--- src/rtl/rw_feature_packer.sv ---
// rw_feature_packer: serial-to-parallel front end for the red-wine classifier.
// Packs one frame of quantised features into inp, lets it settle, then flags it.
module rw_feature_packer #(
    parameter int WIDTH_A = 4,
    parameter int NUM_A   = 11,
    parameter int SETTLE  = 4,
    parameter int CNTW    = 16
) (
    input  logic                       clk,
    input  logic                       rst,
    input  logic [WIDTH_A-1:0]         in_data,
    input  logic                       in_valid,
    input  logic                       in_last,
    output logic                       in_ready,
    output logic [NUM_A*WIDTH_A-1:0]   inp,
    output logic                       inp_valid,
    input  logic                       inp_ack,
    output logic                       frame_err,
    output logic [CNTW-1:0]            frame_cnt
);

    localparam int IW = (NUM_A > 1) ? $clog2(NUM_A) : 1;
    localparam int VW = NUM_A * WIDTH_A;
    localparam logic [IW-1:0] LAST_IDX = IW'(NUM_A - 1);
    localparam logic [7:0] SETTLE_LAST = 8'(SETTLE - 1);

    typedef enum logic [1:0] {
        FILL   = 2'd0,
        SETTLE_ST = 2'd1,
        HOLD   = 2'd2
    } state_t;

    state_t            state;
    logic [IW-1:0]     idx;
    logic [7:0]        scnt;
    logic [VW-1:0]     stage;
    logic [VW-1:0]     stage_nx;
    logic              xfer;

    assign xfer = in_valid & in_ready;

    // Staging register with the current beat merged into its slot
    always_comb begin
        stage_nx = stage;
        for (int i = 0; i < NUM_A; i++) begin
            if (idx == IW'(i)) begin
                stage_nx[i*WIDTH_A +: WIDTH_A] = in_data;
            end
        end
    end

    // Frame assembly, settle timing and consumer handshake
    always_ff @(posedge clk or posedge rst) begin
        if (rst) begin
            state     <= FILL;
            idx       <= '0;
            scnt      <= '0;
            stage     <= '0;
            inp       <= '0;
            inp_valid <= 1'b0;
            in_ready  <= 1'b1;
            frame_err <= 1'b0;
            frame_cnt <= '0;
        end else begin
            frame_err <= 1'b0;
            case (state)
                FILL: begin
                    if (xfer) begin
                        stage <= stage_nx;
                        if (idx == LAST_IDX) begin
                            inp       <= stage_nx;
                            idx       <= '0;
                            frame_cnt <= frame_cnt + 1'b1;
                            scnt      <= '0;
                            state     <= SETTLE_ST;
                            in_ready  <= 1'b0;
                            frame_err <= ~in_last;
                        end else if (in_last) begin
                            idx       <= '0;
                            frame_err <= 1'b1;
                        end else begin
                            idx <= idx + 1'b1;
                        end
                    end
                end
                SETTLE_ST: begin
                    if (scnt == SETTLE_LAST) begin
                        state     <= HOLD;
                        inp_valid <= 1'b1;
                    end else begin
                        scnt <= scnt + 8'd1;
                    end
                end
                HOLD: begin
                    if (inp_ack) begin
                        state     <= FILL;
                        inp_valid <= 1'b0;
                        in_ready  <= 1'b1;
                    end
                end
                default: begin
                    state     <= FILL;
                    inp_valid <= 1'b0;
                    in_ready  <= 1'b1;
                end
            endcase
        end
    end

endmodule
--- config.mk ---
export PLATFORM = sky130hd
export DESIGN_NAME = rw_feature_packer
export DESIGN_NICKNAME = d
export VERILOG_FILES = /design/src/rtl/rw_feature_packer.sv
export SDC_FILE = /design/constraint.sdc
export NUM_CORES = 1
export LEC_CHECK = 0
export CAP_MARGIN = 20
export CORE_AREA = 5 5 104 106
export DETAILED_ROUTE_END_ITERATION = 8
export DIE_AREA = 0 0 109 111
export PLACE_DENSITY_LB_ADDON = 0.1
export SLEW_MARGIN = 20
export SYNTH_ARGS = -nofsm -noshare
export SYNTH_HDL_FRONTEND = slang
export SYNTH_SLANG_ARGS = --single-unit
export TNS_END_PERCENT = 10
--- constraint.sdc ---
create_clock -name clk -period 5.61 [get_ports clk]
set_clock_uncertainty 0.1 [all_clocks]
set_input_delay 1.4025 -clock clk [delete_from_list [all_inputs] [get_ports clk]]
set_output_delay 1.4025 -clock clk [all_outputs]
set_load 0.01 [all_outputs]
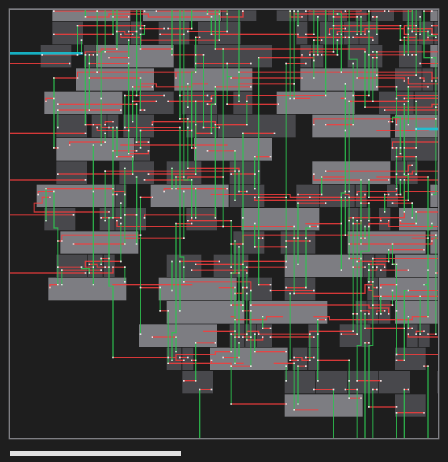
Run 1: a small window of the routed layout
Scale bar: 20 um. Window x 2 to 52, y 3 to 53 um. Cells in gray, sequential cells in the stronger gray; small squares are vias.
red -> met1
cyan -> met3
green -> met2
sequential cells in the window = 28
netlist names of flops here include = inp (15), stage (10), idx (2)
cells with their middle in the window = 112
most frequent = dfrtp_1 (28), nand2_1 (26), clkdlybuf4s50_1 (14)

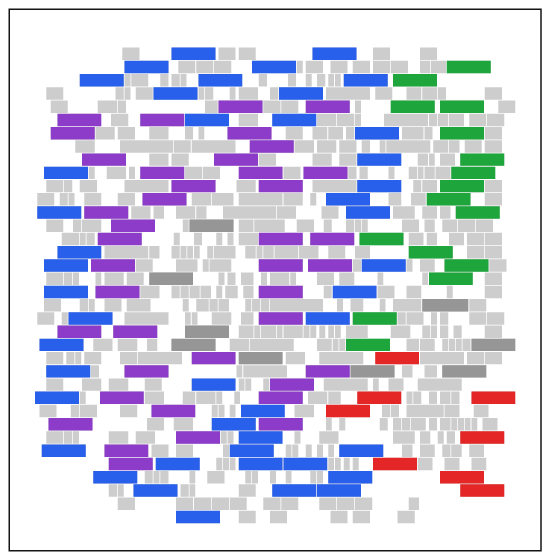
Run 1: register map, names as in the netlist
Other sequential cells in the stronger gray, the rest of the logic in the fainter gray.
purple -> stage  # flops 40
blue -> inp  # flops 44
red -> scnt  # flops 8, where south-east
green -> frame_cnt  # flops 16
not colored = 9
combined flip-flop and latch cell area: 2929 um2
flip-flop and latch power: 0.00109 W

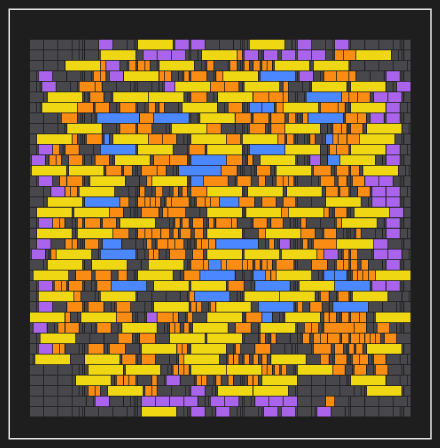
Run 1: placed cells, one color a class
Fill, decap, tap and diode cells in gray.
yellow -> flip-flops  # cells 117
purple -> other buffers and delay cells  # cells 75
orange -> all other logic  # cells 315
blue -> clock drivers and dummy loads  # cells 32

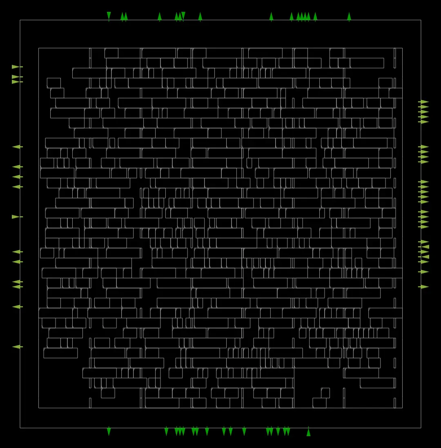
Run 1: cell placement
Finished Layout Cells: 672
standard cell core area: 9684 um2

==> impl_report.txt, run 1 <==
IMPLEMENTATION SUMMARY REPORT
----------------------------------------------------
[Min path]
  Number of instances on the worst hold path ........................ 2
  Min-Delay Startpoint ........................ stage[26]
  Class of the worst hold path ........................ register to register

[Clock network]
  Number of post-CTS setup repair buffers ........................ 0
  Max clock buf depth ........................ 2
  Clk Latency, worst-skew pair ........................ 0.50 ns
  Count of cells resized by post-cts repair ........................ 0
  Clk slew on worst S/H paths ........................ 0.06 ns
  Number of clock sinks ........................ 117
  CTS Root Buffer Type ........................ sky130_fd_sc_hd__clkbuf_8
  Number of buffers created by CTS ........................ 17
  CTS tree ........................ done
  Hold-fix buffers, CTS ........................ 0

[Routing]
  Post-detailed-route DRC marker count ........................ 0
  Antenna-violating nets left ........................ 0
  Number of design-rule violations left by the first detailed-router iteration ........................ 179
  Post-Route M1 WL ........................ 4852 um
  Vias/cell ........................ 5.243
  Detailed-route wire length ........................ 10,580 um
  Metal3 WL ........................ 406 um
  Sum of met2 wire segment lengths after detailed routing ........................ 5232 um
  Uppermost layer routed ........................ met4
  Total via count after detailed routing ........................ 3,523
  Total iterations of the first detailed-routing run ........................ 4

[Floorplanning]
  Placement row count ........................ 36
  Die y size ........................ 111 um
  Floorplan die area ........................ 12,100 um2
  Horiz. Die Dim ........................ 109 um
  I/O pin count ........................ 72

[Place]
  Port Buffers ........................ 71
  Placed insts ........................ 640
  Setup slack after placement ........................ 1.500 ns

[Timing]
  Setup TNS after final layout ........................ 0 ns
  Final hold violation count ........................ 0
  Total setup violations reported at the end of the flow ........................ 0
  Setup repair after global routing missed its margin ........................ false
  Final setup margin ........................ 2.025 ns
  Share of the clock period used by the worst path after layout ........................ 0.6390
  Tmin final ........................ 3.585 ns
  Max-slew headroom ........................ 0.4105
  Maximum frequency from static timing analysis ........................ 0.2789 GHz
  Final count of pins violating max slew ........................ 0
  Worst hold-check slack ........................ 0.3687 ns

[Power]
  Total power draw ........................ 0.002628 W
  Leak pwr ........................ 3.020 nW
  Power per cell area ........................ 401.3 nW/um2
  Worst voltage drop across the vdd grid ........................ 219.2 uV

[Final layout]
  Fraction of final layout cells sized beyond drive strength 1 ........................ 0.1670
  Biggest register ........................ inp
  Number of diodes added for antenna fixing ........................ 0
  Filler cell count in the final layout ........................ 772
  Flip-flop count of the largest register after layout ........................ 44
  Area growth from synthesis to layout ........................ 27.29%
  Area used by multi-input combinational logic ........................ 2088 um2
  Most frequent cells in the layout ........................ 116 x sky130_fd_sc_hd__dfrtp_1, 96 x sky130_fd_sc_hd__nand2_1, 71 x sky130_fd_sc_hd__clkdlybuf4s50_1
  Layout net count ........................ 541
  Biggest regs ........................ inp: 44 flops, stage: 40 flops, frame_cnt: 16 flops

[Setup path]
  Arrival time at the worst endpoint ........................ 3.86 ns
  CP startpoint ........................ in_valid
  Worst setup path category ........................ input port to register
  Number of cells on the worst reg-to-reg path ........................ 4
  Kind of capture point of the worst setup path ........................ register
  Critical path depth in cells ........................ 5
  Beginning of the worst register-to-register path ........................ state[0]
  Crit path DRT ........................ 5.88 ns
  Reg-to-reg critical path endpoint ........................ frame_cnt[2]
  Cells along the critical path ........................ clkdlybuf4s50_1, nand4bb_1, nor2_1, nand2_1, xnor2_1
  CP top delay family ........................ simple AND/OR/NAND/NOR gates
  Kind of start point of the critical path ........................ input port
  Largest stage delay on the critical path ........................ 0.95 ns

[Yosys]
  Async set or reset register ratio after synthesis ........................ 1.000
  Total of flip-flops plus latches after synthesis ........................ 117
  Per-instance average area after synthesis ........................ 11.26 um2
  Predominant post-synthesis flop cell ........................ sky130_fd_sc_hd__dfrtp_1
  Count of yosys warnings during synthesis ........................ 0
  Part of the Yosys area used for sequential elements ........................ 0.5693
  Number of standard cells reported by yosys ........................ 457
  Post-synthesis instance area ........................ 5145 um2
  Net Count, Synth ........................ 472
  Number of standard cells after synthesis ........................ 457

[Global route]
  Vias in the first global route ........................ 3,679
  GRT Residual Overflow ........................ 0
  Met3 track utilization from global routing ........................ 0.04252
  Wire length of the first global-routing pass ........................ 17,970 um
  Met2 routing resource usage after global routing ........................ 0.3043
  Antenna violations before repair ........................ 0
  Met1 Usage GRT ........................ 0.2458
  Global-route usage over all layers ........................ 0.1872

[Outcome]
  Outcome ........................ finished clean

[Flow run]
  Number of logged tool warnings ........................ 29
  Max Cap Violations ........................ 0

----------------------------------------------------
-- run 1: power by group --
group          switching, W  internal [W]
Clock              0.000398      0.000695
Sequential         0.000102      0.000985
Combinational      0.000216      0.000231
Total              0.000717       0.00191
-- run 1: kinds of logic (layout without fill, tap and decap cells) --
kind of cell             after synthesis  count (layout)  share of synthesized area
buffers and inverters                 30             112                    0.02602
AND/OR/NAND/NOR                      158             158                     0.1454
flip-flops                           117             117                     0.5693
adder cells (fa/ha/maj)                6               6                    0.01459
multiplexers                          72              72                     0.1498
AND-OR/OR-AND                         54              54                    0.06080
XOR/XNOR                              20              20                    0.03405
-- run 1: cell usage after synthesis, types with 8 or more instances --
cell type / count / area, um2
sky130_fd_sc_hd__o21ai_0: 41 / 205.2
sky130_fd_sc_hd__mux2i_1: 32 / 320.3
sky130_fd_sc_hd__dfrtp_1: 116 / 2903
sky130_fd_sc_hd__nand2_1: 96 / 360.4
sky130_fd_sc_hd__mux2_2: 40 / 450.4
sky130_fd_sc_hd__buf_2: 8 / 40.04
sky130_fd_sc_hd__nor2_1: 11 / 41.29
sky130_fd_sc_hd__nand3_1: 12 / 60.06
sky130_fd_sc_hd__xnor2_1: 14 / 122.6
sky130_fd_sc_hd__clkbuf_1: 11 / 41.29
-- run 1: tightest hold or removal path, cell delays in order (launching register included) --
cell                      delay, ns
sky130_fd_sc_hd__dfrtp_1       0.34
sky130_fd_sc_hd__nand2_1       0.05
sky130_fd_sc_hd__nand2_1       0.05
-- run 1: final cells by class --
type / count / area share
multi-input combinational: 310 / 0.3189
timing repair buffer: 75 / 0.1131
tap: 133 / 0.02541
clock inverter: 13 / 0.02617
inverter: 5 / 0.003248
sequential: 117 / 0.4473
clock buffer: 19 / 0.06592
==> run 2: changes to the inputs <==
CORE_AREA = 5 5 109 111   (was 5 5 104 106)
DIE_AREA = 0 0 114 116   (was 0 0 109 111)
clock period = 3.14 ns   (was 5.61 ns; I/O delays follow)
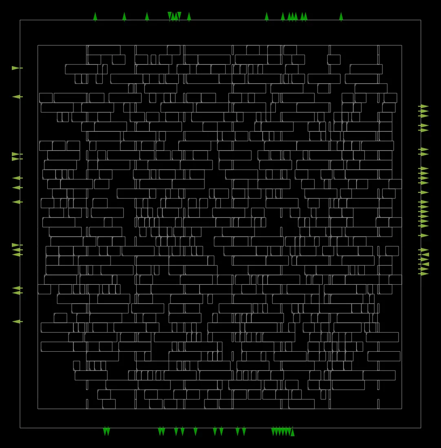
Run 2: cell placement
standard cell core area: 10,700 um2
proportion of cell area occupied by registers: 0.4463
tap cells: 140

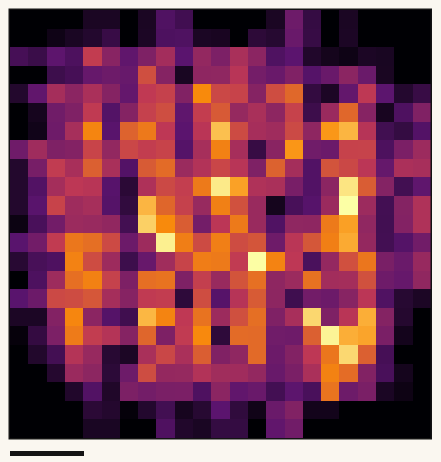
Run 2: wire density map
Scale bar: 20 um. 23 x 23 tiles, from black (low) to pale yellow (high), scaled to the fullest tile. Values are wire area over tile area, all layers added.
fullest tile = 0.37
mean over tiles = 0.12
tiles over half the peak = 25%
nearly empty tiles = 13%
densest ninth of the die = center

==> run 2 against run 1 <==
Compared with the run above: non-clock buffer count grew 2; total power increased by 76%; wire length decreased by 0.96%.
==> impl_report.txt, run 2 <==
IMPLEMENTATION SUMMARY REPORT
----------------------------------------------------
[Clock network]
  CTS Root Buffer Type ........................ sky130_fd_sc_hd__clkbuf_8
  Clk slew on worst S/H paths ........................ 0.06 ns
  Number of buffers created by CTS ........................ 17
  Clk Latency, worst-skew pair ........................ 0.51 ns
  Number of clock sinks ........................ 117
  CTS tree ........................ done
  Number of post-CTS setup repair buffers ........................ 0
  Count of cells resized by post-cts repair ........................ 0
  Hold-fix buffers, CTS ........................ 0
  Max clock buf depth ........................ 2

[Yosys]
  Most frequent cells after synthesis ........................ 116 x sky130_fd_sc_hd__dfrtp_1, 96 x sky130_fd_sc_hd__nand2_1, 41 x sky130_fd_sc_hd__o21ai_0
  Most common cell in the synthesized netlist ........................ sky130_fd_sc_hd__dfrtp_1
  Number of standard cells reported by yosys ........................ 457
  Number of standard cells after synthesis ........................ 457
  Fraction of synthesized cell area taken by the top area cell type ........................ 0.5642
  Synth area leaders ........................ sky130_fd_sc_hd__dfrtp_1 56%, sky130_fd_sc_hd__mux2_2 8.8%, sky130_fd_sc_hd__nand2_1 7.0%
  Cell type with the largest total area ........................ sky130_fd_sc_hd__dfrtp_1
  Part of the Yosys area used for sequential elements ........................ 0.5693
  Total of flip-flops plus latches after synthesis ........................ 117
  Per-instance average area after synthesis ........................ 11.26 um2
  Count of yosys warnings during synthesis ........................ 0
  Async set or reset register ratio after synthesis ........................ 1.000

[Power]
  Share of power burned in the clock network ........................ 0.405
  P_int ........................ 0.003328 W
  Sequential Power Share ........................ 0.421
  Power per cell area ........................ 703.3 nW/um2
  Switching power ........................ 0.001288 W
  Combinational share of power ........................ 0.174
  Switching part of the total ........................ 0.2790
  Leak pwr ........................ 3.010 nW
  Worst voltage drop across the vdd grid ........................ 347.0 uV

[Routing]
  Total via count after detailed routing ........................ 3,560
  Antenna-violating nets left ........................ 0
  Vias/cell ........................ 5.228
  Sum of met2 wire segment lengths after detailed routing ........................ 5073 um
  Number of design-rule violations left by the first detailed-router iteration ........................ 162
  Post-Route M1 WL ........................ 4843 um
  Detailed-route wire length ........................ 10,480 um
  Post-detailed-route DRC marker count ........................ 0
  Total iterations of the first detailed-routing run ........................ 4
  Uppermost layer routed ........................ met4
  Metal3 WL ........................ 455 um

[Timing]
  Maximum frequency from static timing analysis ........................ 0.4021 GHz
  Worst hold-check slack ........................ 0.3690 ns
  Final setup margin ........................ 0.6533 ns
  Setup repair after global routing missed its margin ........................ false
  Share of the clock period used by the worst path after layout ........................ 0.7920
  Setup TNS after final layout ........................ 0 ns
  Final count of pins violating max slew ........................ 0

[Outcome]
  Outcome ........................ finished clean

[Global route]
  Vias in the first global route ........................ 3,652
  GRT Residual Overflow ........................ 0
  Global-route usage over all layers ........................ 0.1703
  Wire length of the first global-routing pass ........................ 17,710 um
  Antenna violations before repair ........................ 0

[Setup path]
  Cell at the slowest stage of the critical path ........................ sky130_fd_sc_hd__dfstp_2
  Beginning of the worst register-to-register path ........................ idx[0]
  Cells along the critical path ........................ clkdlybuf4s50_1
  Worst setup path category ........................ register to output pin
  CP top delay family ........................ flip-flops
  Kind of start point of the critical path ........................ register
  Kind of capture point of the worst setup path ........................ output pin
  Crit path DRT ........................ 2.25 ns
  Largest stage delay on the critical path ........................ 0.56 ns
  Arrival time at the worst endpoint ........................ 1.60 ns

[Final layout]
  Layout net count ........................ 543
  Number of diodes added for antenna fixing ........................ 0
  Area growth from synthesis to layout ........................ 27.55%
  Fraction of final layout cells sized beyond drive strength 1 ........................ 0.1719
  Biggest regs ........................ inp: 44 flops, stage: 40 flops, frame_cnt: 16 flops
  Most frequent cells in the layout ........................ 116 x sky130_fd_sc_hd__dfrtp_1, 96 x sky130_fd_sc_hd__nand2_1, 71 x sky130_fd_sc_hd__clkdlybuf4s50_1
  Biggest register ........................ inp
  Flip-flop count of the largest register after layout ........................ 44

[Min path]
  Class of the worst hold path ........................ register to register
  Min-Delay Startpoint ........................ stage[11]

[Floorplanning]
  Placement row count ........................ 38
  Horiz. Die Dim ........................ 114 um
  I/O pin count ........................ 72
  Floorplan die area ........................ 13,220 um2
  Die y size ........................ 116 um

[Place]
  Port Buffers ........................ 71
  Setup slack after placement ........................ 0.4154 ns

[Flow run]
  Max Cap Violations ........................ 0

----------------------------------------------------
-- run 2: cell counts after synthesis --
No cell type changed its count.
-- run 2: layer usage --
metal  GRT usage  vias up
li1            -     1703
met3     0.05013        9
met1      0.2182     1784
met4     0.05859        0
met2      0.2779       64
met5           0        -
-- run 2: power groups by stage --
stage	clock [W]	sequential (W)	combinational [W]
3_3_place_gp	0	0.00196	0.000794
5_1_grt	0.00198	0.00198	0.000897
4_1_cts	0.00190	0.00194	0.000818
3_5_place_dp	0	0.00197	0.000812
2_1_floorplan	0	0.00195	0.000536
6_report	0.00187	0.00194	0.000803
-- run 2: final timing paths --
| check | to | slack, ns | cells after the start |
|---|---|---|---|
| hold reg to reg | inp[11] | 0.37 | 2 |
| setup reg to reg | frame_cnt[13] | 0.85 | 6 |
| hold / removal | inp[11] | 0.37 | 2 |
| max in group asynchronous | stage[34] | 1.77 | 3 |
| min in group asynchronous | scnt[7] | 0.67 | 3 |
| setup / recovery | in_ready | 0.65 | 1 |
-- run 2: logic make-up after synthesis --
group,count (synthesis),synth area share
xor gates and xnor gates,20,0.03405
muxes,72,0.1498
buffers and inverters,30,0.02602
DFF,117,0.5693
AOI/OAI and AO/OA,54,0.06080
and+or+nand+nor,158,0.1454
adders and majority gates,6,0.01459
-- run 2: per-stage QoR --
step,utilization,std cells,instance area [um2],total power [W]
global placement,0.5593,649,5983,0.002751
CTS,0.6135,681,6563,0.004666
detailed placement,0.5593,649,5983,0.002781
finish,0.6135,681,6563,0.004616
global route,0.6135,681,6563,0.004860
floorplan,-,457,5149,0.002486
-- run 2: cell type report --
type                    count  area (um2)
repair buffers             77       768.2
fillers                   915        4135
multi-input cells         310        2088
flip-flops and latches    117        2929
clock inverters            14       151.4
inverters                   5       22.52
clock buffers              18       427.9
well taps                 140       175.2
==> run 3: changes to the inputs <==
CORE_AREA = 5 5 104 106   (was 5 5 109 111)
DIE_AREA = 0 0 109 111   (was 0 0 114 116)
clock period = 2.4 ns   (was 3.14 ns; I/O delays follow)
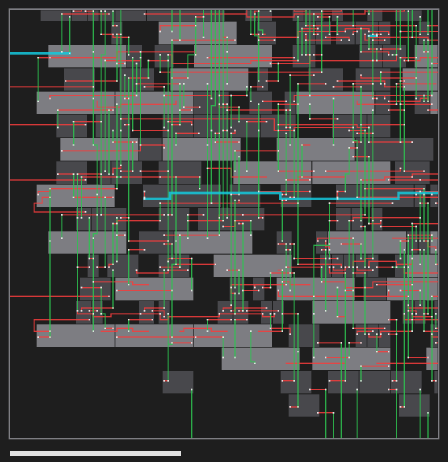
Run 3: a small window of the routed layout
Scale bar: 20 um. Window x 2 to 52, y 3 to 53 um. Cells in gray, sequential cells in the stronger gray; small squares are vias.
red -> met1
cyan -> met3
green -> met2
sequential cells in the window = 26
most frequent = nand2_1 (28), dfrtp_1 (26)
cells with their middle in the window = 118
netlist names of flops here include = inp (13), stage (12)

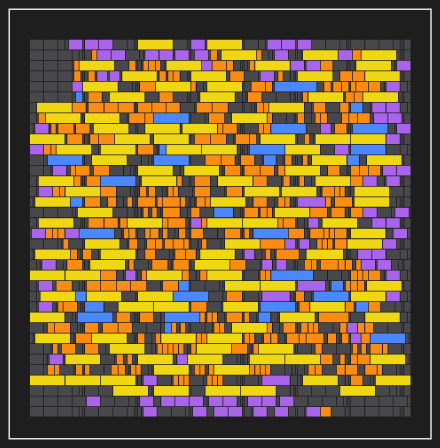
Run 3: placed cells, one color a class
Fill, decap, tap and diode cells in gray.
blue -> clock drivers and dummy loads  # cells 32
purple -> other buffers and delay cells  # cells 91
yellow -> flip-flops  # cells 117
orange -> all other logic  # cells 315
standard cell core area: 9684 um2
proportion of cell area occupied by registers: 0.4374
Final Cell Area: 6696 um2
final design utilization: 0.6915
placement row count: 36

==> run 3 against run 2 <==
Compared with the run above: sequential share of layout area down 0.89 points; critical endpoint unchanged; non-clock buffer count increased by 14; worst setup slack worse by 0.58 ns; via count up 1.2%.
==> impl_report.txt, run 3 <==
IMPLEMENTATION SUMMARY REPORT
----------------------------------------------------
[Floorplanning]
  Die y size ........................ 111 um
  Floorplan die area ........................ 12,100 um2
  I/O pin count ........................ 72
  Horiz. Die Dim ........................ 109 um

[Timing]
  Maximum frequency from static timing analysis ........................ 0.4298 GHz
  Tmin final ........................ 2.326 ns
  Max-slew headroom ........................ 0.7172
  Setup TNS after final layout ........................ 0 ns
  Total setup violations reported at the end of the flow ........................ 0
  Setup repair after global routing missed its margin ........................ false
  Worst hold-check slack ........................ 0.3365 ns
  Final hold violation count ........................ 0
  Final count of pins violating max slew ........................ 0

[Routing]
  Uppermost layer routed ........................ met4
  Total iterations of the first detailed-routing run ........................ 4
  Metal3 WL ........................ 474 um
  Vias/cell ........................ 5.234
  Antenna-violating nets left ........................ 0
  Sum of met2 wire segment lengths after detailed routing ........................ 5240 um
  Total via count after detailed routing ........................ 3,601
  Detailed-route wire length ........................ 10,510 um
  Number of design-rule violations left by the first detailed-router iteration ........................ 165

[Yosys]
  Most common cell in the synthesized netlist ........................ sky130_fd_sc_hd__dfrtp_1
  Post-synthesis instance area ........................ 5145 um2
  Async set or reset register ratio after synthesis ........................ 1.000
  Fraction of synthesized cell area taken by the top area cell type ........................ 0.5642
  Cell type with the largest total area ........................ sky130_fd_sc_hd__dfrtp_1
  Synth area leaders ........................ sky130_fd_sc_hd__dfrtp_1 56%, sky130_fd_sc_hd__mux2_2 8.8%, sky130_fd_sc_hd__nand2_1 7.0%
  Predominant post-synthesis flop cell ........................ sky130_fd_sc_hd__dfrtp_1
  Number of standard cells after synthesis ........................ 457
  Per-instance average area after synthesis ........................ 11.26 um2
  Number of standard cells reported by yosys ........................ 457
  Most frequent cells after synthesis ........................ 116 x sky130_fd_sc_hd__dfrtp_1, 96 x sky130_fd_sc_hd__nand2_1, 41 x sky130_fd_sc_hd__o21ai_0
  Count of yosys warnings during synthesis ........................ 0
  Net Count, Synth ........................ 472

[Final layout]
  Biggest regs ........................ inp: 44 flops, stage: 40 flops, frame_cnt: 16 flops
  Layout net count ........................ 557
  Fraction of final layout cells sized beyond drive strength 1 ........................ 0.1928
  Most frequent cells in the layout ........................ 116 x sky130_fd_sc_hd__dfrtp_1, 96 x sky130_fd_sc_hd__nand2_1, 71 x sky130_fd_sc_hd__clkdlybuf4s50_1
  Number of diodes added for antenna fixing ........................ 0
  Biggest register ........................ inp
  Area growth from synthesis to layout ........................ 30.16%
  Flip-flop count of the largest register after layout ........................ 44
  Filler cell count in the final layout ........................ 710

[Power]
  Sequential Power Share ........................ 0.420
  Switching part of the total ........................ 0.2757
  Share of power burned in the clock network ........................ 0.401
  Switching power ........................ 0.001671 W
  Top Consumer ........................ sequential cells
  Combinational share of power ........................ 0.178
  P_int ........................ 0.004388 W
  Worst voltage drop across the vdd grid ........................ 698.7 uV
  Leak pwr ........................ 3.106 nW
  Power in the clock group ........................ 0.00243 W
  Flip-flop and latch power ........................ 0.00255 W
  Reported combinational group power ........................ 0.00108 W

[Clock network]
  Number of buffers created by CTS ........................ 17
  Number of clock sinks ........................ 117
  Count of cells resized by post-cts repair ........................ 0
  Number of post-CTS setup repair buffers ........................ 0
  Hold-fix buffers, CTS ........................ 0
  CTS tree ........................ done
  Max clock buf depth ........................ 2
  CTS Root Buffer Type ........................ sky130_fd_sc_hd__clkbuf_8
  Clk slew on worst S/H paths ........................ 0.06 ns
  Clk Latency, worst-skew pair ........................ 0.51 ns

[Place]
  Setup slack after placement ........................ -0.003747 ns
  Port Buffers ........................ 71
  Area post-placement ........................ 6117 um2
  Placed insts ........................ 656

[Global route]
  Met3 track utilization from global routing ........................ 0.06523
  Vias in the first global route ........................ 3,751
  Antenna violations before repair ........................ 0
  Wire length of the first global-routing pass ........................ 18,110 um
  Global-route usage over all layers ........................ 0.1885
  GRT Residual Overflow ........................ 0
  Global-route layer with the greatest usage ........................ met2
  Met2 routing resource usage after global routing ........................ 0.2985
  Met1 Usage GRT ........................ 0.2431

[Setup path]
  Arrival time at the worst endpoint ........................ 1.63 ns
  Cell at the slowest stage of the critical path ........................ sky130_fd_sc_hd__dfstp_2
  Worst-path maximum fanout ........................ 5
  Crit path DRT ........................ 1.70 ns
  Kind of capture point of the worst setup path ........................ output pin
  CP top delay family ........................ flip-flops
  Cells along the critical path ........................ clkdlybuf4s50_1

[Flow run]
  Max Cap Violations ........................ 0
  Number of logged tool warnings ........................ 29

[Min path]
  Class of the worst hold path ........................ input port to asynchronous set/reset pin

[Outcome]
  Outcome ........................ finished clean

----------------------------------------------------
## run 3: cell count changes in the layout (fill, tap and decap cells not counted)
| cell | previous run | this run |
|---|---|---|
| sky130_fd_sc_hd__clkinv_4 | 2 | 4 |
| sky130_fd_sc_hd__buf_4 | 5 | 16 |
| sky130_fd_sc_hd__clkinv_2 | 2 | 3 |
| sky130_fd_sc_hd__buf_12 | 1 | 4 |
| sky130_fd_sc_hd__clkinvlp_4 | 6 | 3 |
## run 3: area by class of cell
type,count,area (um2),area share
sequential,117,2929,0.4374
clock inverter,14,151.4,0.02261
tap,133,166.4,0.02485
clock buffer,18,427.9,0.06390
multi-input combinational,310,2088,0.3118
timing repair buffer,91,910.9,0.1360
inverter,5,22.52,0.003363
## run 3: path summary, 6_finish.rpt
kind | endpoint | start | slack [ns]
max | in_ready | in_ready | 0.07
min | scnt[6] | rst | 0.34
min in group clk | frame_cnt[15] | frame_cnt[15] | 0.36
min reg2reg | frame_cnt[15] | frame_cnt[15] | 0.36
max reg2reg | stage[20] | idx[2] | 0.42
max in group asynchronous | inp[1] | rst | 1.27
## run 3: logic make-up (layout without fill, tap and decap cells)
group,after synthesis,in the layout,synth area share
buffers and inverters,30,128,0.02602
XOR/XNOR,20,20,0.03405
flip-flops,117,117,0.5693
multiplexers,72,72,0.1498
AND/OR/NAND/NOR,158,158,0.1454
adder cells (fa/ha/maj),6,6,0.01459
AND-OR/OR-AND,54,54,0.06080
## run 3: stage by stage
step / utilization / total power (W)
after CTS: 0.6915 / 0.006118
final: 0.6915 / 0.006059
after detailed placement: 0.6317 / 0.003673
after floorplan: - / 0.003253
after global routing: 0.6915 / 0.006367
after global placement: 0.6317 / 0.003632
Power and IR drop assume default switching activity.
